**Run 1: cells by drive strength**

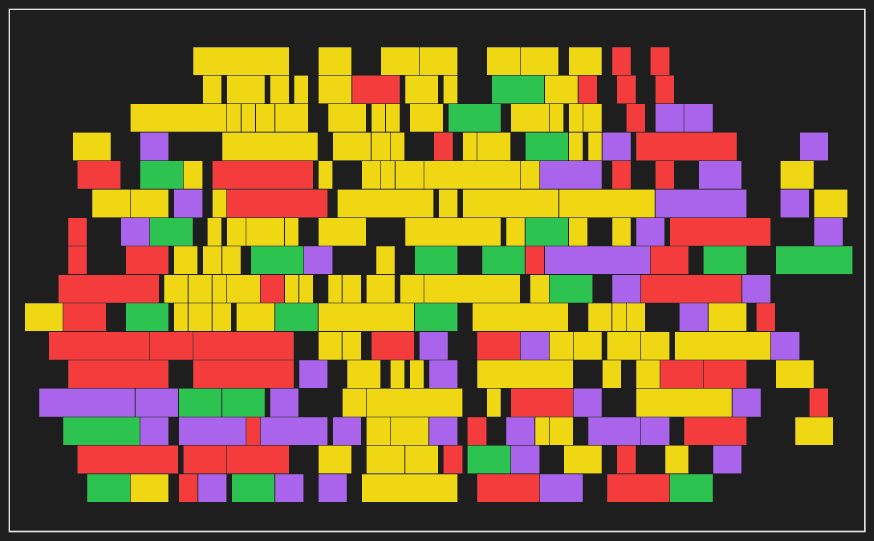
**Run 1: clock wires, drivers and flops**

The bar under the picture is 20 um long.
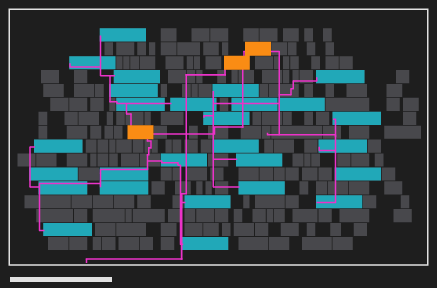
**Run 1: signal metal coverage by tile**

The die is cut into 16 by 10 equal tiles; dark blue is low, red is high, scaled to the fullest tile. Values are wire area over tile area, all layers added.
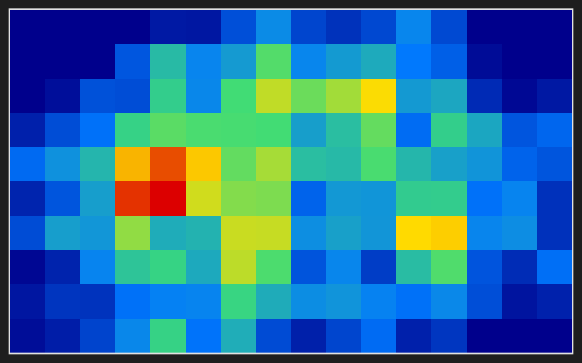
[src/rtl/cpu_pkg.sv]
// Shared CPU definitions: opcode values, instruction field positions and the
// fetch-stage state encoding used by both the fetch stage and the control unit.
package cpu_pkg;

    localparam logic [1:0] OP_RTYPE  = 2'b00;
    localparam logic [1:0] OP_LOAD   = 2'b01;
    localparam logic [1:0] OP_STORE  = 2'b10;
    localparam logic [1:0] OP_BRANCH = 2'b11;

    localparam int OP_MSB = 7;
    localparam int OP_LSB = 6;
    localparam int RS_MSB = 5;
    localparam int RS_LSB = 4;
    localparam int RT_MSB = 3;
    localparam int RT_LSB = 2;
    localparam int RD_MSB = 1;
    localparam int RD_LSB = 0;

    localparam logic [7:0] RESET_PC_DEF = 8'h00;

    typedef enum logic [1:0] {
        ST_IDLE  = 2'b00,
        ST_FETCH = 2'b01,
        ST_FLUSH = 2'b10
    } fetch_state_e;

endpackage

[src/rtl/instr_fetch_pc_reg.sv]
// Program counter: async active-low reset, redirect load, increment or hold.
module pc_reg
    import cpu_pkg::*;
#(
    parameter int              PC_W     = 8,
    parameter logic [PC_W-1:0] RESET_PC = '0
) (
    input  logic            Clk,
    input  logic            Clear_n,
    input  logic            i_load,
    input  logic [PC_W-1:0] i_load_val,
    input  logic            i_inc,
    output logic [PC_W-1:0] o_pc
);

    logic [PC_W-1:0] r_pc;

    // PC update; a redirect load takes priority over the post-fetch increment.
    always_ff @(posedge Clk or negedge Clear_n) begin
        if (!Clear_n) begin
            r_pc <= RESET_PC;
        end else if (i_load) begin
            r_pc <= i_load_val;
        end else if (i_inc) begin
            r_pc <= r_pc + {{(PC_W-1){1'b0}}, 1'b1};
        end else begin
            r_pc <= r_pc;
        end
    end

    assign o_pc = r_pc;

endmodule

[src/rtl/instr_fetch.sv]
// Instruction-fetch stage: PC, req/ready memory port, instruction register,
// decoded fields for the control unit and datapath, stall and branch flush.
module instr_fetch
    import cpu_pkg::*;
#(
    parameter int              PC_W     = 8,
    parameter int              INSTR_W  = 8,
    parameter logic [PC_W-1:0] RESET_PC = PC_W'(RESET_PC_DEF)
) (
    input  logic               Clk,
    input  logic               Clear_n,
    input  logic               Stall,
    input  logic               BranchTaken,
    input  logic [PC_W-1:0]    BranchTarget,
    output logic               imem_req,
    output logic [PC_W-1:0]    imem_addr,
    input  logic               imem_ready,
    input  logic [INSTR_W-1:0] imem_rdata,
    output logic [1:0]         op,
    output logic [1:0]         rs,
    output logic [1:0]         rt,
    output logic [1:0]         rd,
    output logic [PC_W-1:0]    imm,
    output logic               ir_valid,
    output logic [PC_W-1:0]    ir_pc,
    output logic [PC_W-1:0]    pc_plus1
);

    fetch_state_e       r_state;
    fetch_state_e       w_state_nxt;
    logic [INSTR_W-1:0] r_ir;
    logic               r_ir_valid;
    logic [PC_W-1:0]    r_ir_pc;
    logic [PC_W-1:0]    w_pc;
    logic               w_req;
    logic               w_xfer;

    assign w_req  = (r_state == ST_FETCH) && !Stall && !BranchTaken;
    assign w_xfer = w_req && imem_ready;

    pc_reg #(
        .PC_W     (PC_W),
        .RESET_PC (RESET_PC)
    ) u_pc_reg (
        .Clk        (Clk),
        .Clear_n    (Clear_n),
        .i_load     (BranchTaken),
        .i_load_val (BranchTarget),
        .i_inc      (w_xfer),
        .o_pc       (w_pc)
    );

    // State register.
    always_ff @(posedge Clk or negedge Clear_n) begin
        if (!Clear_n) begin
            r_state <= ST_IDLE;
        end else begin
            r_state <= w_state_nxt;
        end
    end

    // Next state: a redirect always lands in FLUSH; IDLE and FLUSH last one cycle.
    always_comb begin
        w_state_nxt = r_state;
        if (BranchTaken) begin
            w_state_nxt = ST_FLUSH;
        end else begin
            case (r_state)
                ST_IDLE:  w_state_nxt = ST_FETCH;
                ST_FETCH: w_state_nxt = ST_FETCH;
                ST_FLUSH: w_state_nxt = ST_FETCH;
                default:  w_state_nxt = ST_IDLE;
            endcase
        end
    end

    // Instruction register: squash on redirect, load on transfer, bubble on a missed fetch.
    always_ff @(posedge Clk or negedge Clear_n) begin
        if (!Clear_n) begin
            r_ir       <= {INSTR_W{1'b0}};
            r_ir_valid <= 1'b0;
            r_ir_pc    <= {PC_W{1'b0}};
        end else if (BranchTaken) begin
            r_ir       <= {INSTR_W{1'b0}};
            r_ir_valid <= 1'b0;
            r_ir_pc    <= r_ir_pc;
        end else if (w_xfer) begin
            r_ir       <= imem_rdata;
            r_ir_valid <= 1'b1;
            r_ir_pc    <= w_pc;
        end else if ((r_state == ST_FETCH) && !Stall) begin
            r_ir       <= r_ir;
            r_ir_valid <= 1'b0;
            r_ir_pc    <= r_ir_pc;
        end else begin
            r_ir       <= r_ir;
            r_ir_valid <= r_ir_valid;
            r_ir_pc    <= r_ir_pc;
        end
    end

    assign imem_req  = w_req;
    assign imem_addr = w_pc;
    assign op        = r_ir[OP_MSB:OP_LSB];
    assign rs        = r_ir[RS_MSB:RS_LSB];
    assign rt        = r_ir[RT_MSB:RT_LSB];
    assign rd        = r_ir[RD_MSB:RD_LSB];
    assign imm       = {{(PC_W-2){r_ir[RD_MSB]}}, r_ir[RD_MSB:RD_LSB]};
    assign ir_valid  = r_ir_valid;
    assign ir_pc     = r_ir_pc;
    assign pc_plus1  = r_ir_pc + {{(PC_W-1){1'b0}}, 1'b1};

endmodule

[config.mk]
export PLATFORM = sky130hd
export DESIGN_NAME = instr_fetch
export DESIGN_NICKNAME = d
export VERILOG_FILES = /design/src/rtl/cpu_pkg.sv /design/src/rtl/instr_fetch_pc_reg.sv /design/src/rtl/instr_fetch.sv
export SDC_FILE = /design/constraint.sdc
export NUM_CORES = 1
export LEC_CHECK = 0
export ABC_CLOCK_PERIOD_IN_PS = 1400
export CAP_MARGIN = 5
export CORE_ASPECT_RATIO = 0.6
export CORE_UTILIZATION = 37
export CTS_CLUSTER_DIAMETER = 80
export DETAILED_ROUTE_END_ITERATION = 12
export GPL_ROUTABILITY_DRIVEN = 0
export PLACE_DENSITY = 0.75
export SLEW_MARGIN = 20
export SYNTH_ARGS = -nofsm -noshare
export SYNTH_HDL_FRONTEND = slang
export SYNTH_SLANG_ARGS = --single-unit
[constraint.sdc]
create_clock -name Clk -period 1.4 [get_ports Clk]
set_input_delay 0.35 -clock Clk [delete_from_list [all_inputs] [get_ports Clk]]
set_output_delay 0.35 -clock Clk [all_outputs]
set_load 0.02 [all_outputs]
==> flow_summary.json, run 1 <==
{
  "status": "finished, violations left",
  "violations": "negative setup slack",
  "flops": 27,
  "grt_pass1_wl_um": 7260,
  "drv_slew": 0,
  "skew_ns": 0.00156,
  "synthCells": 138,
  "tritoncts": "done",
  "ys_area_um2": 1410,
  "switchingPower_mw": 0.978,
  "fillers": 261,
  "fp_util": 0.408,
  "route.vias.total": 1437,
  "ys_types": 34,
  "inverters": 3,
  "fin_ws_ns": -0.364,
  "signal_buffers": 100,
  "pwr-share-clk": 0.163,
  "lay_top_count": "buf_4",
  "syn_nets": 161,
  "worstSetupPathType": "flop to primary output",
  "use_met2": 0.406,
  "slowest_delay_ns": 0.42,
  "relSlewSlack": 0.837,
  "place_ws_ns": -0.748,
  "totalPowerFinal_mw": 2.74,
  "setup_viol": 24,
  "finalClockPeriodUsage": 1.26,
  "nets": 254,
  "lay_top_cells": "32 x buf_4, 20 x nand2_1, 17 x clkdlybuf4s50_1, 17 x buf_6, 16 x dfrtp_1",
  "combGateArea_um2": 759,
  "seq_area_frac": 0.285,
  "yosys-stat-cells": 138,
  "syn_to_final_growth_pct": 71.7,
  "grt_pass1_vias": 1455,
  "crit_chain": "and4_4 -> nand4_1 -> xnor2_2 -> buf_4",
  "io_pins": 63,
  "routedWlPerCell_um": 16.3,
  "power_frac_seq": 0.364,
  "largest_class": "buffers",
  "syn_avg_cell_area_um2": 10.2,
  "warnings": 29,
  "port_buffers": 62,
  "drc": 0,
  "p_int_mw": 1.76,
  "drive_above_1_share": 0.483,
  "routed_via_density": 5.23,
  "dp_cells": 257,
  "clockNetworkAreaShare": 0.0192,
  "grt_max_degree": 28,
  "register_area_um2": 689,
  "drv_cap": 0,
  "met3_usage": 0.0481,
  "overflow": 0,
  "clkSlewWorstSetupHoldPaths_ns": 0.09,
  "max_freq_ghz": 0.567,
  "yosys_warnings": 0,
  "combPwrFrac": 0.473,
  "rsz0062_at_grt": "yes"
}
Notes on 'cells by drive strength' above:
Key: purple = drive 3 to 4 [cells 42, share 18%]; yellow = drive 1 or less [cells 119, share 52%]; red = drive 2 [cells 47, share 20%]; green = drive 6 and up [cells 22, share 9.6%]

Notes on 'clock wires, drivers and flops' above:
Key: cyan = flip-flops [count 27]; orange = cells driving clock nets [count 3]; magenta = clock wires [length 339 um]
There are 4 routed clock nets.

Notes on 'signal metal coverage by tile' above:
11% of the tiles are nearly empty. The fullest tile reaches 0.59. 19% of the tiles are over half the peak. The mean over all tiles is 0.17. The emptiest ninth of the die: upper left.

==> run 1: cells by family (layout without fill, tap and decap cells) <==
kind of cell	after synthesis	in the layout
xor gates and xnor gates	7	7
adders and majority gates	2	2
and+or+nand+nor	52	53
DFF	27	27
muxes	9	9
buffers and inverters	16	107
AOI/OAI and AO/OA	25	25
==> run 1: worst register-to-register path, stage by stage, from the launching register on <==
cell	delay, ns
dfrtp_1	0.42
buf_6	0.13
nand4bb_4	0.25
or4_1	0.55
a31oi_1	0.17
==> run 1: power by group through the flow <==
stage          combinational (mW)  clock [mW]  sequential, mW
4_1_cts                      1.23       0.451           0.988
2_1_floorplan               0.386           0            1.16
3_3_place_gp                 1.16           0            1.00
3_5_place_dp                 1.19           0            1.01
6_report                     1.30       0.447           0.999
5_1_grt                      1.37       0.487            1.01
==> run 1: routing by layer <==
layer / up-vias / routed length [um]
li1: 662 / -
met5: - / 0
met3: 16 / 193
met1: 709 / 1910
met2: 50 / 2290
met4: 0 / 90
==> run 1: flip-flops by register name, summed over array words and instances, names as in the netlist <==
name           flops
ir_valid           1
r_state            2
r_ir               8
u_pc_reg.o_pc      8
ir_pc              8
==> run 1: final timing paths <==
| check | slack [ns] | cells past startpoint | startpoint | end |
|---|---|---|---|---|
| max in group asynchronous | 0.80 | 2 | Clear_n | r_ir[1] |
| min | 0.43 | 2 | Clear_n | ir_pc[2] |
| min reg2reg | 0.54 | 2 | r_ir[4] | r_ir[4] |
| min in group Clk | 0.47 | 2 | BranchTaken | r_state[1] |
| max | -0.36 | 4 | ir_pc[1] | pc_plus1[7] |
| max reg2reg | -0.17 | 4 | r_state[1] | u_pc_reg.o_pc[5] |
==> run 1: timing repair <==
item	4_1_cts	5_1_grt
gates resized	147	28
setup endpoints to repair	66	42
pin swaps	12	9
setup buffers	8	5
gates cloned	2	0
**Run 1: sequential cells colored by netlist name**

The bar under the picture is 20 um long. Other sequential cells in the stronger gray, the rest of the logic in the fainter gray.
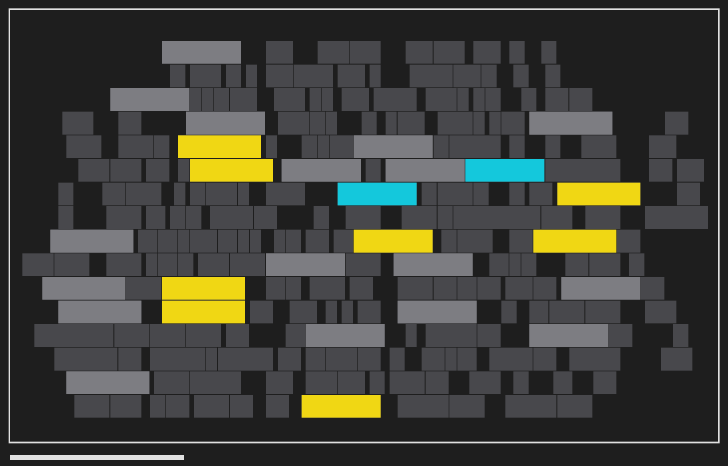

--- run 2 (diff from run 1) ---
--- a/config.mk
+++ b/config.mk
@@ -5,14 +5,14 @@
 export SDC_FILE = /design/constraint.sdc
 export NUM_CORES = 1
 export LEC_CHECK = 0
-export ABC_CLOCK_PERIOD_IN_PS = 1400
+export ABC_CLOCK_PERIOD_IN_PS = 2000
 export CAP_MARGIN = 5
 export CORE_ASPECT_RATIO = 0.6
-export CORE_UTILIZATION = 37
+export CORE_UTILIZATION = 41
 export CTS_CLUSTER_DIAMETER = 80
 export DETAILED_ROUTE_END_ITERATION = 12
 export GPL_ROUTABILITY_DRIVEN = 0
-export PLACE_DENSITY = 0.75
+export PLACE_DENSITY = 0.79
 export SLEW_MARGIN = 20
 export SYNTH_ARGS = -nofsm -noshare
 export SYNTH_HDL_FRONTEND = slang
==> constraint.sdc (replaced) <==
create_clock -name Clk -period 2 [get_ports Clk]
set_input_delay 0.5 -clock Clk [delete_from_list [all_inputs] [get_ports Clk]]
set_output_delay 0.5 -clock Clk [all_outputs]
set_load 0.02 [all_outputs]
**Run 2: sequential cells colored by netlist name**

The bar under the picture is 20 um long. Other sequential cells in the stronger gray, the rest of the logic in the fainter gray.
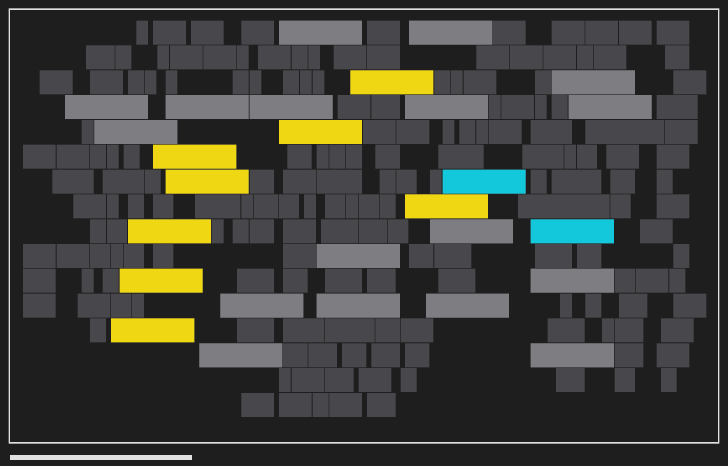
Key: yellow = `u_pc_reg.o_pc` [flops 8]; cyan = `r_state` [flops 2]

==> run 2 against run 1 <==
  * The flow now finishes without violations
  * First-iteration DRC count fell by 21%
  * Synthesized area did not move
  * Sequential cell count did not move
  * Critical path depth fell by 1
  * Core utilization fell by 5.3 points
  * Non-clock buffer count fell by 27
  * Global-route usage fell by 5.1 points
  * Worst setup slack improved by 0.44 ns
  * Synthesized cell count did not move
  * Count of clock-buffer cells in the layout rose by 1
  * Critical endpoint is now imem_req
  * Highest routed layer unchanged
==> flow_summary.json, run 2 <==
{
  "place_ws_ns": -0.423,
  "yosys_warnings": 0,
  "signal_buffers": 73,
  "slowest_delay_ns": 0.47,
  "grt_pass1_wl_um": 5310,
  "overflow": 0,
  "drc": 0,
  "syn_to_final_growth_pct": 50.5,
  "mux_area_frac": 0.0712,
  "top_power_group": "registers",
  "drv_slew": 0,
  "pwr-share-clk": 0.183,
  "hp-start": "r_ir[4]",
  "max_freq_ghz": 0.519,
  "drive_above_1_share": 0.178,
  "ys_types": 34,
  "setup_viol": 0,
  "worstSetupPathType": "input pin to primary output",
  "fin_ws_ns": 0.0730,
  "grt_pass1_vias": 1161,
  "lay_top_count": "clkdlybuf4s50_1",
  "required_ns": 1.50,
  "switchingPower_mw": 0.580,
  "fillers": 244,
  "routed_via_density": 5.21,
  "inverters": 3,
  "p_comb_mw": 0.652,
  "status": "complete, no violations",
  "combGateArea_um2": 641,
  "pg_seq_mw": 0.711,
  "port_buffers": 62,
  "tritoncts": "done",
  "crit_start": "Stall",
  "fp_util": 0.431,
  "flops": 27,
  "totalPowerFinal_mw": 1.67,
  "grt_max_degree": 28,
  "skew_ns": 0.00130,
  "power_frac_seq": 0.426,
  "post_cts_buffers": 0,
  "nets": 226,
  "crit_chain": "clkdlybuf4s50_1 -> nor4b_4 -> buf_2",
  "clockNetworkAreaShare": 0.0213,
  "syn_avg_cell_area_um2": 10.2,
  "combPwrFrac": 0.391,
  "finalClockPeriodUsage": 0.963,
  "synthCells": 138,
  "endpoint_kind": "primary output",
  "largest_class": "buffers",
  "relSlewSlack": 0.774,
  "register_area_um2": 676,
  "placementRows": 16,
  "ys_area_um2": 1410,
  "clkSlewWorstSetupHoldPaths_ns": 0.09,
  "tightest_slew_ns": 0.340,
  "dp_cells": 243,
  "route.vias.total": 1288,
  "p_int_mw": 1.09
}
run 2: netlist changes by cell type in the layout (fill, tap and decap cells not counted), moves of 4 or more:
cell,change
xnor2_2,-4
dfrtp_1,+11
buf_6,-17
clkdlybuf4s50_1,+33
xnor2_1,+4
dfrtp_2,-11
buf_4,-22
buf_2,-4
dlymetal6s2s_1,+4
dlygate4sd2_1,-11
clkbuf_2,-7
run 2: timing repair:
| item | CTS | global route |
|---|---|---|
| hold buffers | 0 | 0 |
| gates resized | 23 | 12 |
| endpoints found under the setup margin | 8 | 11 |
| pin swaps | 1 | 0 |
run 2: worst paths after layout:
| check | slack [ns] | depth (start not counted) | to |
|---|---|---|---|
| setup / recovery | 0.07 | 3 | imem_req |
| setup reg to reg | 0.50 | 4 | u_pc_reg.o_pc[6] |
| hold reg to reg | 0.53 | 2 | r_ir[4] |
| hold / removal | 0.53 | 2 | r_ir[4] |
| min in group asynchronous | 0.60 | 2 | r_ir[1] |
| max in group asynchronous | 1.15 | 2 | r_ir[4] |
run 2: routing by layer:
| metal | global-route usage | up-vias | part of all wire | wire length [um] |
|---|---|---|---|---|
| li1 | - | 606 | - | - |
| met1 | 0.260 | 617 | 0.43 | 1530 |
| met2 | 0.335 | 63 | 0.49 | 1740 |
| met3 | 0.0505 | 2 | 0.080 | 286 |
| met4 | 0.0226 | 0 | 0.00084 | 3 |
| met5 | 0 | - | 0 | 0 |
run 2: kinds of logic after synthesis:
group,count (synthesis)
muxes,9
buffers and inverters,16
and+or+nand+nor,52
xor gates and xnor gates,7
adders and majority gates,2
AOI/OAI and AO/OA,25
DFF,27
run 2: tightest hold or removal path, cell delays in order (launching register included):
cell     delay, ns
dfrtp_1       0.38
nand2_1       0.06
a21oi_1       0.05
--- run 3 (diff from run 2) ---
--- a/config.mk
+++ b/config.mk
@@ -6,7 +6,7 @@
 export NUM_CORES = 1
 export LEC_CHECK = 0
 export ABC_CLOCK_PERIOD_IN_PS = 2000
-export CAP_MARGIN = 5
+export CAP_MARGIN = 0
 export CORE_ASPECT_RATIO = 0.6
 export CORE_UTILIZATION = 41
 export CTS_CLUSTER_DIAMETER = 80
@@ -17,3 +17,4 @@
 export SYNTH_ARGS = -nofsm -noshare
 export SYNTH_HDL_FRONTEND = slang
 export SYNTH_SLANG_ARGS = --single-unit
+export TNS_END_PERCENT = 50
**Run 3: signal metal coverage by tile**

The die is cut into 16 by 9 equal tiles; dark blue is low, red is high, scaled to the fullest tile. Values are wire area over tile area, all layers added.
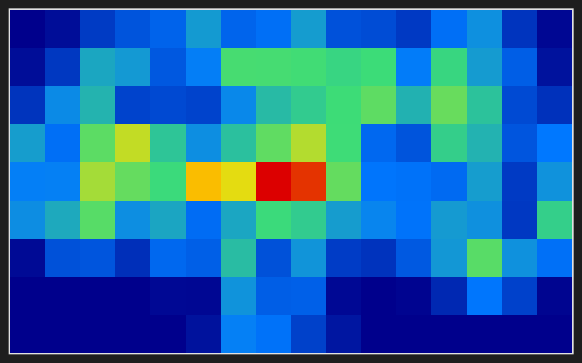
The fullest tile reaches 0.59. The emptiest ninth of the die: lower left. 16% of the tiles are nearly empty. The densest ninth of the die: center. The mean over all tiles is 0.16. 15% of the tiles are over half the peak.

==> run 3 against run 2 <==
  * Final cell count is the same
  * Critical endpoint unchanged
  * Clock power is essentially flat
  * Design area is the same
  * Critical path type unchanged
  * Largest power group unchanged
==> flow_summary.json, run 3 <==
{
  "status": "complete, no violations",
  "dp_cells": 243,
  "met2RoutedLength_um": 1740,
  "required_ns": 1.50,
  "synthCells": 138,
  "fp_util": 0.431,
  "r2r_end": "u_pc_reg.o_pc[6]",
  "relSlewSlack": 0.774,
  "grt_busiest_layer": "met2",
  "drv_slew": 0,
  "syn_avg_cell_area_um2": 10.2,
  "hp-class": "flop to flop",
  "ys_area_um2": 1410,
  "r2r_slack_ns": 0.50,
  "syn_to_final_growth_pct": 50.5,
  "use_met1": 0.260,
  "overflow": 0,
  "skew_ns": 0.00130,
  "lay_top_count": "clkdlybuf4s50_1",
  "setup_viol": 0,
  "route.vias.total": 1288,
  "crit_start": "Stall",
  "wl_met1_um": 1530,
  "port_buffers": 62,
  "hold_depth": 2,
  "tightest_slew_ns": 0.340,
  "r2r_cells": 4,
  "yosys.area.top_type": "dfrtp_1",
  "met3_usage": 0.0505,
  "finalClockPeriodUsage": 0.963,
  "routed_via_density": 5.21,
  "hp-start": "r_ir[4]",
  "ys_types": 34,
  "tritoncts": "done",
  "drc": 0,
  "min_delay_worst_endpoint": "r_ir[4]",
  "crit_chain": "clkdlybuf4s50_1 -> nor4b_4 -> buf_2",
  "post_cts_buffers": 0,
  "nets": 226,
  "cts_hold_buf": 0,
  "die_height_um": 47.4,
  "power.density_nw_per_um2": 788,
  "wl_met3_um": 286,
  "slowest_delay_ns": 0.47,
  "grt_pass1_vias": 1161,
  "placed_area_um2": 2080,
  "grt_max_degree": 28,
  "placementRows": 16,
  "worstSetupPathType": "input pin to primary output",
  "endpoint_kind": "primary output",
  "clkSlewWorstSetupHoldPaths_ns": 0.09,
  "yosys_warnings": 0,
  "top_layer": "met4"
}
## run 3: cell counts in the layout (fill, tap and decap cells not counted)
No cell type changed its count.
## run 3: worst max path at each step
stage	to	slack [ns]	depth (start not counted)
floorplan	pc_plus1[6]	0.16	4
global placement	imem_req	-0.40	3
detailed placement	imem_req	-0.42	3
CTS	pc_plus1[0]	0.007	3
global route	u_pc_reg.o_pc[4]	-0.01	6
finish	imem_req	0.07	3
## run 3: cells by family after synthesis
group,Yosys count,share of synthesized area
AOI/OAI and AO/OA,25,0.0988
xor gates and xnor gates,7,0.0436
adders and majority gates,2,0.0178
buffers and inverters,16,0.0712
DFF,27,0.480
muxes,9,0.0712
and+or+nand+nor,52,0.217
## run 3: report_power, final
group | total [mW] | switching [mW] | internal [mW]
registers | 0.711 | 0.0955 | 0.615
clock network | 0.306 | 0.163 | 0.143
logic | 0.652 | 0.322 | 0.330
## run 3: repair_timing
item	CTS	global route
endpoints found under the hold margin	0	0
setup endpoints to repair	8	11
gates resized	23	12
pin swaps	1	0
## run 3: critical path, delay by kind of cell
kind	cells	cell delay (ns)
buffers and inverters	2	0.68
AND/OR/NAND/NOR	1	0.25
## run 3: metrics by stage
stage | util | total power [mW] | setup slack [ns]
CTS | 0.645 | 1.69 | 0.00737
finish | 0.649 | 1.67 | 0.0730
global placement | 0.637 | 1.40 | -0.395
floorplan | - | 1.03 | 0.163
global route | 0.649 | 1.75 | -0.0104
detailed placement | 0.637 | 1.42 | -0.423
## run 3: final cells by class
type / instances / area [um2]
Sequential cell: 27 / 676
Tap cell: 45 / 56.3
Fill cell: 244 / 1150
Timing Repair Buffer: 73 / 688
Clock buffer: 4 / 45.0
Inverter: 3 / 11.3
Multi-Input combinational cell: 95 / 641
Power figures rest on the tool's default switching activity, not on a simulated workload.
